Figure 1. Gate families picked out (run 1).
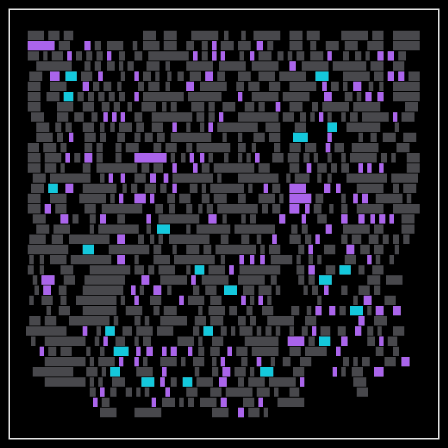
Figure 2. Wiring heat map (run 1).
23 x 23 tiles, from white (low) to dark blue (high), scaled to the fullest tile. Values are wire area over tile area, all layers added.
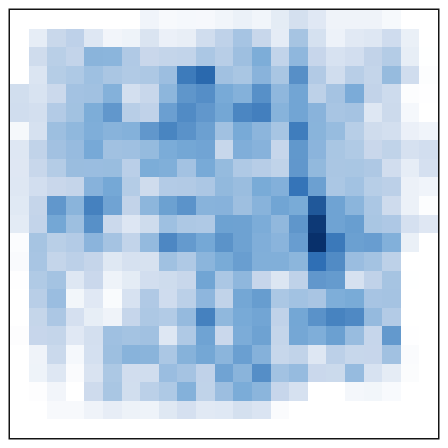
Figure 3. I/O pins on the die edge (run 1).
Bar = 20 um. Pins as bars across the die edge, other pins in grey.
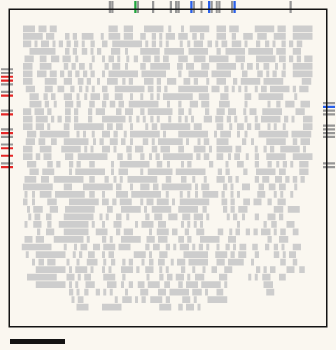
Figure 4. The clock network (run 1).
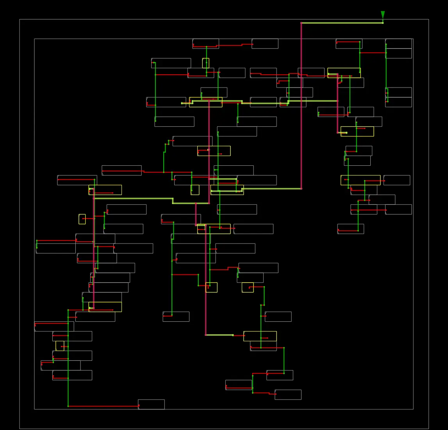
### src/rtl/ula_pkg.sv
// Shared definitions for the sequential N-bit ULA: op codes, flag bit positions
// and FSM state encoding.
package ula_pkg;

    localparam logic [2:0] OP_ADD  = 3'b000;
    localparam logic [2:0] OP_AND  = 3'b001;
    localparam logic [2:0] OP_OR   = 3'b010;
    localparam logic [2:0] OP_NOTA = 3'b011;
    localparam logic [2:0] OP_SUB  = 3'b100;
    localparam logic [2:0] OP_MUL  = 3'b101;
    localparam logic [2:0] OP_DIV  = 3'b110;
    localparam logic [2:0] OP_RSVD = 3'b111;

    localparam int FLG_C = 3;
    localparam int FLG_V = 2;
    localparam int FLG_Z = 1;
    localparam int FLG_N = 0;

    typedef enum logic [1:0] {
        ST_IDLE = 2'd0,
        ST_ITER = 2'd1,
        ST_FIX  = 2'd2
    } state_t;

endpackage

### src/rtl/ula_comb_nb.sv
// Single-cycle part of the ULA: add, sub, and, or, not-A with carry and signed
// overflow; multi-cycle and reserved codes yield zero here.
module ula_comb_nb
    import ula_pkg::*;
#(
    parameter int WIDTH = 8
) (
    input  logic signed [WIDTH-1:0] a_i,
    input  logic signed [WIDTH-1:0] b_i,
    input  logic        [2:0]       op_i,
    output logic signed [WIDTH-1:0] res_o,
    output logic                    carry_o,
    output logic                    ovf_o
);

    logic [WIDTH-1:0] b_eff;
    logic [WIDTH:0]   sum;
    logic             is_sub;

    always_comb begin
        is_sub  = (op_i == OP_SUB);
        b_eff   = is_sub ? ~b_i : b_i;
        sum     = {1'b0, a_i} + {1'b0, b_eff} + {{WIDTH{1'b0}}, is_sub};
        res_o   = '0;
        carry_o = 1'b0;
        ovf_o   = 1'b0;
        unique case (op_i)
            OP_ADD, OP_SUB: begin
                res_o   = sum[WIDTH-1:0];
                carry_o = sum[WIDTH];
                // Operands of equal sign producing a result of the other sign.
                ovf_o   = (a_i[WIDTH-1] == b_eff[WIDTH-1]) && (sum[WIDTH-1] != a_i[WIDTH-1]);
            end
            OP_AND:  res_o = a_i & b_i;
            OP_OR:   res_o = a_i | b_i;
            OP_NOTA: res_o = ~a_i;
            OP_MUL, OP_DIV, OP_RSVD: res_o = '0;
            default: res_o = '0;
        endcase
    end

endmodule

### src/rtl/ula_nb_seq_md.sv
// Clocked N-bit ULA with start/busy/done handshake: single-cycle add/sub/logic,
// WIDTH-step shift-add signed multiply and restoring signed divide.
module ula_nb_seq_md
    import ula_pkg::*;
#(
    parameter int WIDTH = 8
) (
    input  logic                    clk,
    input  logic                    rst,
    input  logic                    start,
    input  logic        [2:0]       op,
    input  logic signed [WIDTH-1:0] A,
    input  logic signed [WIDTH-1:0] B,
    output logic                    busy,
    output logic                    done,
    output logic        [WIDTH-1:0] saida,
    output logic        [WIDTH-1:0] saida_hi,
    output logic        [3:0]       flag,
    output logic                    dz
);

    localparam int CW = $clog2(WIDTH + 1);
    localparam logic [CW-1:0] LAST_STEP = CW'(WIDTH - 1);
    localparam logic signed [WIDTH-1:0] S_MIN = {1'b1, {(WIDTH-1){1'b0}}};

    function automatic logic [WIDTH-1:0] mag(input logic signed [WIDTH-1:0] x);
        return x[WIDTH-1] ? -x : x;
    endfunction

    state_t state_q, state_d;
    logic [CW-1:0] cnt_q, cnt_d;
    logic ld_imm, ld_long, step, fix, is_long;

    logic        [2:0]       op_q, op_d;
    logic signed [WIDTH-1:0] a_q, a_d, b_q, b_d;
    logic        [WIDTH-1:0] mb_q, mb_d;
    logic        [WIDTH-1:0] acc_q, acc_d;
    logic        [WIDTH-1:0] sh_q, sh_d;

    logic        [WIDTH-1:0] saida_q, saida_d, hi_q, hi_d;
    logic        [3:0]       flag_q, flag_d;
    logic                    dz_q, dz_d, done_q, done_d;

    logic signed [WIDTH-1:0] c_res;
    logic                    c_carry, c_ovf;

    logic [WIDTH:0]     mul_sum;
    logic [WIDTH:0]     div_shf;
    logic [WIDTH-1:0]   div_sub;
    logic               div_ge;
    logic [2*WIDTH-1:0] prod_u, prod_s;
    logic [WIDTH-1:0]   quo, rem;
    logic               sgn_q;

    ula_comb_nb #(.WIDTH(WIDTH)) u_comb (
        .a_i     (A),
        .b_i     (B),
        .op_i    (op),
        .res_o   (c_res),
        .carry_o (c_carry),
        .ovf_o   (c_ovf)
    );

    assign is_long = (op == OP_MUL) || (op == OP_DIV);

    always_comb begin
        state_d = state_q;
        unique case (state_q)
            ST_IDLE: if (start && is_long) state_d = ST_ITER;
            ST_ITER: if (cnt_q == LAST_STEP) state_d = ST_FIX;
            ST_FIX:  state_d = ST_IDLE;
            default: state_d = ST_IDLE;
        endcase
    end

    always_comb begin
        ld_imm  = 1'b0;
        ld_long = 1'b0;
        step    = 1'b0;
        fix     = 1'b0;
        unique case (state_q)
            ST_IDLE: begin
                ld_imm  = start && !is_long;
                ld_long = start && is_long;
            end
            ST_ITER: step = 1'b1;
            ST_FIX:  fix  = 1'b1;
            default: ;
        endcase
    end

    // Iteration datapath: {acc, sh} is the product shift pair for mul, and the
    // partial remainder / dividend-quotient pair for div.
    always_comb begin
        a_d   = a_q;
        b_d   = b_q;
        op_d  = op_q;
        mb_d  = mb_q;
        acc_d = acc_q;
        sh_d  = sh_q;
        cnt_d = cnt_q;
        mul_sum = {1'b0, acc_q} + (sh_q[0] ? {1'b0, mb_q} : {(WIDTH+1){1'b0}});
        div_shf = {acc_q, sh_q[WIDTH-1]};
        div_sub = div_shf[WIDTH-1:0] - mb_q;
        div_ge  = (div_shf >= {1'b0, mb_q});
        if (ld_long) begin
            a_d   = A;
            b_d   = B;
            op_d  = op;
            mb_d  = mag(B);
            acc_d = '0;
            sh_d  = mag(A);
            cnt_d = '0;
        end else if (step) begin
            cnt_d = cnt_q + CW'(1);
            if (op_q == OP_MUL) begin
                acc_d = mul_sum[WIDTH:1];
                sh_d  = {mul_sum[0], sh_q[WIDTH-1:1]};
            end else begin
                acc_d = div_ge ? div_sub : div_shf[WIDTH-1:0];
                sh_d  = {sh_q[WIDTH-2:0], div_ge};
            end
        end
    end

    always_comb begin
        saida_d = saida_q;
        hi_d    = hi_q;
        flag_d  = flag_q;
        dz_d    = dz_q;
        done_d  = 1'b0;
        sgn_q   = a_q[WIDTH-1] ^ b_q[WIDTH-1];
        prod_u  = {acc_q, sh_q};
        prod_s  = sgn_q ? -prod_u : prod_u;
        quo     = sgn_q ? -sh_q : sh_q;
        rem     = a_q[WIDTH-1] ? -acc_q : acc_q;
        if (ld_imm) begin
            done_d         = 1'b1;
            saida_d        = c_res;
            hi_d           = '0;
            dz_d           = 1'b0;
            flag_d         = '0;
            flag_d[FLG_C]  = c_carry;
            flag_d[FLG_V]  = c_ovf;
            flag_d[FLG_Z]  = (c_res == '0);
            flag_d[FLG_N]  = c_res[WIDTH-1];
        end else if (fix) begin
            done_d = 1'b1;
            dz_d   = 1'b0;
            flag_d = '0;
            if (op_q == OP_MUL) begin
                saida_d       = prod_s[WIDTH-1:0];
                hi_d          = prod_s[2*WIDTH-1:WIDTH];
                // Fits in WIDTH signed only if the upper half is a sign extension.
                flag_d[FLG_V] = !((&prod_s[2*WIDTH-1:WIDTH-1]) || !(|prod_s[2*WIDTH-1:WIDTH-1]));
                flag_d[FLG_Z] = (prod_s == '0);
                flag_d[FLG_N] = prod_s[2*WIDTH-1];
            end else if (b_q == '0) begin
                saida_d       = '1;
                hi_d          = a_q;
                dz_d          = 1'b1;
                flag_d[FLG_V] = 1'b1;
                flag_d[FLG_N] = 1'b1;
            end else begin
                saida_d       = quo;
                hi_d          = rem;
                flag_d[FLG_V] = (a_q == S_MIN) && (b_q == '1);
                flag_d[FLG_Z] = (quo == '0);
                flag_d[FLG_N] = quo[WIDTH-1];
            end
        end
    end

    always_ff @(posedge clk) begin
        if (rst) begin
            state_q <= ST_IDLE;
            cnt_q   <= '0;
            done_q  <= 1'b0;
            saida_q <= '0;
            hi_q    <= '0;
            flag_q  <= '0;
            dz_q    <= 1'b0;
        end else begin
            state_q <= state_d;
            cnt_q   <= cnt_d;
            done_q  <= done_d;
            saida_q <= saida_d;
            hi_q    <= hi_d;
            flag_q  <= flag_d;
            dz_q    <= dz_d;
        end
    end

    always_ff @(posedge clk) begin
        a_q   <= a_d;
        b_q   <= b_d;
        op_q  <= op_d;
        mb_q  <= mb_d;
        acc_q <= acc_d;
        sh_q  <= sh_d;
    end

    assign busy     = (state_q != ST_IDLE);
    assign done     = done_q;
    assign saida    = saida_q;
    assign saida_hi = hi_q;
    assign flag     = flag_q;
    assign dz       = dz_q;

endmodule

### config.mk
export PLATFORM = sky130hd
export DESIGN_NAME = ula_nb_seq_md
export DESIGN_NICKNAME = d
export VERILOG_FILES = /design/src/rtl/ula_pkg.sv /design/src/rtl/ula_comb_nb.sv /design/src/rtl/ula_nb_seq_md.sv
export SDC_FILE = /design/constraint.sdc
export NUM_CORES = 1
export LEC_CHECK = 0
export ABC_AREA = 0
export CELL_PAD_IN_SITES_DETAIL_PLACEMENT = 1
export CELL_PAD_IN_SITES_GLOBAL_PLACEMENT = 1
export CORE_MARGIN = 4
export CORE_UTILIZATION = 48
export CTS_CLUSTER_DIAMETER = 40
export DETAILED_ROUTE_END_ITERATION = 7
export GPL_TIMING_DRIVEN = 0
export MAX_ROUTING_LAYER = met4
export PLACE_DENSITY = 0.88
export SKIP_LAST_GASP = 1
export SYNTH_ARGS = -nofsm -noshare
export SYNTH_HDL_FRONTEND = slang
export SYNTH_HIERARCHICAL = 1
export SYNTH_SLANG_ARGS = --single-unit
### constraint.sdc
create_clock -name clk -period 6.9 [get_ports clk]
set_input_delay 1.725 -clock clk [delete_from_list [all_inputs] [get_ports clk]]
set_output_delay 1.725 -clock clk [all_outputs]
set_load 0.01 [all_outputs]
==> flow_metrics.py, run 1 <==
# Metrics from the implementation run
metrics = {
    "setup_path": {
        "start_kind": "input port",
        "path_buffers": 2,
        "endpoint": "flag[2]$_SDFFE_PP0P_",
        "required_ps": 7160,
        "path_max_fanout": 11,
        "path_delay_family": "AND-OR/OR-AND gates",
        "r2r_setup_slack_ps": 3390,
        "cp-end-kind": "flip-flop",
        "worst_r2r_path_depth": 7,
        "cp_slowest_cell": "clkdlybuf4s50_1",
    },
    "yosys": {
        "ys_ff": 70,
        "xor_share_pct": 8.36,
        "yosysWarnings": 6,
        "synth_top_area_share_pct": 18.8,
        "mux_share_pct": 2.77,
        "postSynthCellCount": 661,
        "synth.area.top_cells": "edfxtp_1, dfxtp_1, ha_1, nor2_1, a21oi_1",
        "netlist-cell-type-count": 71,
        "ys_sh_aoi_pct": 20.9,
        "syn-num-nets": 716,
        "flop_cell": "dfxtp_1",
        "ys_top_logic_family": "simple AND/OR/NAND/NOR gates",
    },
    "sta": {
        "slew_headroom_pct": 16.5,
        "hold_viol": 0,
        "holdWs_ps": 475,
        "post-route-period-util_pct": 80.6,
        "finalCriticalPeriod_ps": 5560,
        "fmax_mhz": 180,
        "tns_ps": 0,
        "slew_viol_final": 0,
    },
    "finish": {
        "diodes": 0,
        "n_fill_cell": 1344,
        "drive_gt1_share_pct": 4.99,
        "syn_to_final_growth_pct": 16.8,
    },
    "status": {
        "status": "finished clean",
    },
    "clock_network": {
        "clk_path_buf_depth": 2,
        "cts_setup_buffers": 0,
        "postCtsHoldBufs": 0,
        "cts_tree": "yes",
        "clkTransAtPathRegs_ps": 60,
        "cts_buffers": 9,
        "ctsHtreeMaxLevel": 3,
        "root_buffer": "clkbuf_16",
        "cts_sinks": 70,
    },
    "power": {
        "irDropWorstVdd_mv": 0.162,
        "power_switching_mw": 0.681,
        "p_per_area_nw_per_um2": 273,
        "p_comb_share_pct": 42.0,
        "swShare_pct": 39.4,
        "p_int_mw": 1.05,
        "clkPwrFrac_pct": 27.3,
    },
    "floorplanning": {
        "core-area_um2": 10900,
        "io_pins": 45,
        "rows": 38,
        "fp_util_pct": 49.5,
    },
    "min_path": {
        "hp-class": "reg2reg",
    },
    "grt": {
        "antenna_found_initial": 0,
        "grt_first_pass_wirelength_mm": 30.5,
        "grt_pass1_vias": 5734,
        "grt_start_max_net_pins": 36,
    },
    "flow_run": {
        "warning_count": 27,
        "cap_violations": 0,
    },
    "placement": {
        "place_hpwl_mm": 14.1,
    },
    "detailed_routing": {
        "drt_first_pass_iters": 5,
        "via_count": 5395,
    },
}
## Picture notes: Figure 1
[cyan] non-inverting ao/oa cells | cells: 21 | where: all over the die
[purple] nor cells | cells: 147 | where: all over the die
top logic cell by instance count in the layout: nor2_1
Layout Cells excl Fill: 861

## Picture notes: Figure 2
nearly empty tiles: 15%
emptiest ninth of the die: bottom left
densest ninth of the die: middle
mean over tiles: 0.23
fullest tile: 0.81
tiles over half the peak: 15%
DRT Wirelength: 18.7 mm
total track usage: 30.7%
average wire per standard cell: 21.7 um

## Picture notes: Figure 3
[blue] flag | pins: 4 | direction: output | edge: 3 top, 1 right
[red] B | pins: 8 | direction: input | edge: left
[green] start | pins: 1 | direction: input | edge: top
all pins by edge: 18 top, 17 left, 10 right
Die Span X: 114 um
PortBufs: 44
die y size: 114 um

## Picture notes: Figure 4
final clock skew: 5.06 ps
Clock Latency Late Sink: 350 ps
Seq cells: 70

run 1: power by group through the flow:
stage               sequential (mW)  combinational [mW]  clock, mW
finish                        0.530               0.728      0.473
global route                  0.536               0.801      0.491
CTS                           0.528               0.714      0.474
detailed placement            0.537               0.706          0
global placement              0.535               0.671          0
floorplan                     0.519               0.514          0
run 1: layout by cell type (no fill, tap or decap), drive strengths merged, types with 10 or more instances in the layout:
master,count
nor2,88
nand2,68
a21oi,55
clkdlybuf4s50,44
dfxtp,36
edfxtp,34
inv,33
nor3,31
clkbuf,31
ha,30
o21ai,30
xnor2,29
xor2,21
mux2i,15
a31oi,12
nand2b,12
o22ai,12
nor4,12
a211oi,11
nor2b,10
nand3,10
run 1: worst reg2reg max path: stages (launching register included):
cell      delay [ps]
dfxtp_1          380
nor2_1           140
nand4_1          440
clkinv_1        1130
nor2_1           760
inv_1            330
nor2_1           170
a221o_1          120
run 1: worst min path at each step:
| stage | cells past startpoint | endpoint | slack, ps |
|---|---|---|---|
| 2_1_floorplan | 2 | dz$_SDFFE_PP0P_ | 480 |
| 3_3_place_gp | 2 | dz$_SDFFE_PP0P_ | 440 |
| 3_5_place_dp | 2 | flag[3]$_SDFFE_PP0P_ | 470 |
| 4_1_cts | 2 | flag[3]$_SDFFE_PP0P_ | 480 |
| 5_1_grt | 2 | saida_hi[5]$_SDFFE_PP0P_ | 510 |
| 6_report | 2 | flag[3]$_SDFFE_PP0P_ | 480 |
run 1: metal layers:
layer  up-vias  part of all wire (%)  global-route usage [%]
li1       2503                     -                       -
met1      2662                    43                    38.2
met2       180                    48                    49.9
met3        50                   5.7                    5.44
met4         0                   3.3                    11.7
met5         -                     0                       -
run 1: layout make-up:
class | instances | area (um2) | share of cell area [%]
multi-input cells | 527 | 3420 | 54.0
well taps | 140 | 175 | 2.77
clock inverters | 7 | 70.1 | 1.11
flip-flops and latches | 70 | 1740 | 27.5
inverters | 33 | 124 | 1.96
clock buffers | 9 | 225 | 3.56
plain buffers | 31 | 136 | 2.16
repair buffers | 44 | 440 | 6.96
run 1: per-stage QoR:
step	instances	worst slack, ps
final	861	1340
after global routing	861	1040
after detailed placement	845	1260
after CTS	861	1460
after floorplan	661	2540
after global placement	845	1420
run 1: cells by family after synthesis:
group | count (synthesis)
AND/OR/NAND/NOR | 257
AND-OR/OR-AND | 172
flip-flops | 70
buffers and inverters | 64
XOR/XNOR | 50
adder cells (fa/ha/maj) | 33
multiplexers | 15
run 1: flip-flops by register name, summed over array words and instances (netlist names):
signal	count
cnt_q	4
op_q	3
mb_q	7
state_q	2
dz	1
acc_q	8
saida_hi	8
a_q	8
done	1
sh_q	8
saida	8
flag	4
b_q	8
--- run 2 (diff from run 1) ---
- CORE_UTILIZATION: 48 -> 45
- PLACE_DENSITY: 0.88 -> 0.84
- clock period: 6.9 -> 5.2 ns (I/O delays scaled with it)
==> flow_metrics.py, run 2 <==
# Metrics from the implementation run
metrics = {
    "finish": {
        "mostFrequentLayoutCell": "nor2_1",
        "drive_gt1_share_pct": 4.99,
        "n_fill_cell": 1419,
        "diodes": 0,
        "syn_to_final_growth_pct": 16.5,
        "final_cell_mix": "nor2_1, nand2_1, a21oi_1, clkdlybuf4s50_1, dfxtp_1",
    },
    "flow_run": {
        "warning_count": 27,
        "cap_violations": 0,
    },
    "grt": {
        "grt_start_max_net_pins": 36,
        "grt_first_pass_wirelength_mm": 30.0,
        "antenna_found_initial": 0,
        "grt_pass1_vias": 5724,
    },
    "yosys": {
        "syn-num-nets": 716,
        "netlist-cell-type-count": 71,
        "ys_area_um2": 5420,
        "synth_top_area_share_pct": 18.8,
        "synth.area.top_cells": "edfxtp_1, dfxtp_1, ha_1, nor2_1, a21oi_1",
        "yosysWarnings": 6,
        "postSynthCellCount": 661,
    },
    "placement": {
        "numPortBuffers": 44,
        "place_hpwl_mm": 14.2,
    },
    "clock_network": {
        "cts-resized-gates": 0,
        "cts_buffers": 9,
        "cts_sinks": 70,
        "root_buffer": "clkbuf_16",
        "clkTransAtPathRegs_ps": 70,
        "postCtsHoldBufs": 0,
        "cts_tree": "yes",
        "clock_latency_ps": 350,
        "clk_path_buf_depth": 2,
        "ctsHtreeMaxLevel": 3,
        "cts_setup_buffers": 0,
    },
    "sta": {
        "hold_viol": 0,
        "holdWs_ps": 460,
        "fmax_mhz": 202,
        "slew_headroom_pct": 16.8,
        "finalCriticalPeriod_ps": 4940,
        "finClkSkew_ps": 11.7,
        "slew_viol_final": 0,
        "post-route-period-util_pct": 95.0,
    },
    "setup_path": {
        "cp_slowest_cell": "clkdlybuf4s50_1",
        "path_max_fanout": 11,
        "r2r_setup_slack_ps": 1710,
        "worst_r2r_path_depth": 7,
        "cp-end-kind": "flip-flop",
        "start_kind": "input port",
        "required_ps": 5420,
    },
    "floorplanning": {
        "die-height_um": 118,
        "rows": 39,
        "fp_util_pct": 46.6,
        "io_pins": 45,
        "core-area_um2": 11600,
        "dieWidth_um": 118,
    },
    "min_path": {
        "hp-class": "reg2reg",
        "whs_endpoint": "saida_hi[4]$_SDFFE_PP0P_",
        "worst_hold_path.num_cells": 2,
    },
    "detailed_routing": {
        "via_count": 5444,
        "drt_first_pass_iters": 5,
        "vias_per_cell": 6.30,
    },
    "power": {
        "irDropWorstVdd_mv": 0.192,
        "p_per_area_nw_per_um2": 360,
    },
    "status": {
        "status": "finished clean",
    },
}
run 2: cell counts after synthesis:
Identical to the previous run, type by type.
run 2: layout make-up:
class	instances	area (um2)	share of cell area (%)
buffer	31	136	2.16
clock buffer	9	225	3.57
clock inverter	7	51.3	0.813
inverter	33	124	1.96
multi-input combinational	527	3420	54.1
sequential	70	1740	27.6
tap	143	179	2.83
timing repair buffer	44	440	6.98
run 2: layer usage:
layer  up-vias  GRT usage (%)  part of all wire, %
met2       216           45.9                   49
met1      2674           33.9                   42
met3        43           4.76                  6.3
met5         -              -                    0
met4         0           9.52                  2.9
li1       2511              -                    -
run 2: logic make-up after synthesis:
kind of cell             synth area share, %
AND-OR/OR-AND                           20.9
XOR/XNOR                                8.36
adder cells (fa/ha/maj)                 8.04
buffers and inverters                   4.80
flip-flops                              32.1
multiplexers                            2.77
AND/OR/NAND/NOR                         23.0
run 2: report_power, final:
group	total [mW]	internal (mW)	leakage (nW)	switching, mW
clock network	0.597	0.328	0.141	0.268
registers	0.701	0.634	0.606	0.0675
logic	0.973	0.387	1.64	0.586
total	2.27	1.35	2.39	0.922
run 2: worst max-delay path by stage:
| stage | from | endpoint | cells after the start |
|---|---|---|---|
| 3_5_place_dp | op[2] | flag[1]$_SDFFE_PP0P_ | 13 |
| 5_1_grt | op[2] | flag[1]$_SDFFE_PP0P_ | 13 |
| 4_1_cts | op[2] | flag[1]$_SDFFE_PP0P_ | 13 |
| 2_1_floorplan | op[1] | flag[1]$_SDFFE_PP0P_ | 15 |
| 6_report | op[2] | flag[1]$_SDFFE_PP0P_ | 13 |
| 3_3_place_gp | op[2] | flag[2]$_SDFFE_PP0P_ | 14 |
run 2: per-stage QoR:
stage	cell area [um2]	setup WS (ps)	utilization [%]	cells	setup TNS, ps
3_5_place_dp	6040	-50.3	52.0	848	-70.0
4_1_cts	6310	305	54.4	864	0
3_3_place_gp	6040	156	52.0	848	0
5_1_grt	6310	33.5	54.4	864	0
6_report	6310	260	54.4	864	0
2_1_floorplan	5420	1270	-	661	0
run 2: worst max-delay path: cells and delay by family:
kind | cells | cell delay [ps]
adders and majority gates | 1 | 430
AOI/OAI and AO/OA | 5 | 1350
xor gates and xnor gates | 1 | 220
and+or+nand+nor | 3 | 600
buffers and inverters | 3 | 1230
Figure 5. Gate families picked out (run 2).
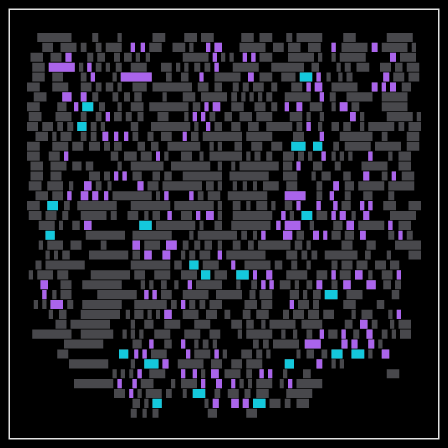
[cyan] non-inverting ao/oa cells | cells: 21
[purple] nor cells | cells: 147 | where: all over the die
fraction of area in multi-input gates: 54.1%
Layout Cells excl Fill: 864

Figure 6. Wiring heat map (run 2).
24 x 24 tiles, from white (low) to dark blue (high), scaled to the fullest tile. Values are wire area over tile area, all layers added.
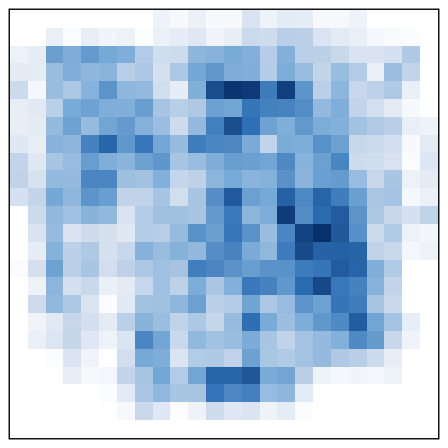
densest ninth of the die: middle
mean over tiles: 0.22
nearly empty tiles: 17%
emptiest ninth of the die: bottom left
fullest tile: 0.69
tiles over half the peak: 23%
average wire per standard cell: 21.5 um
DRT Wirelength: 18.6 mm
total track usage: 27.6%

Power is estimated from default activity; no workload was simulated.
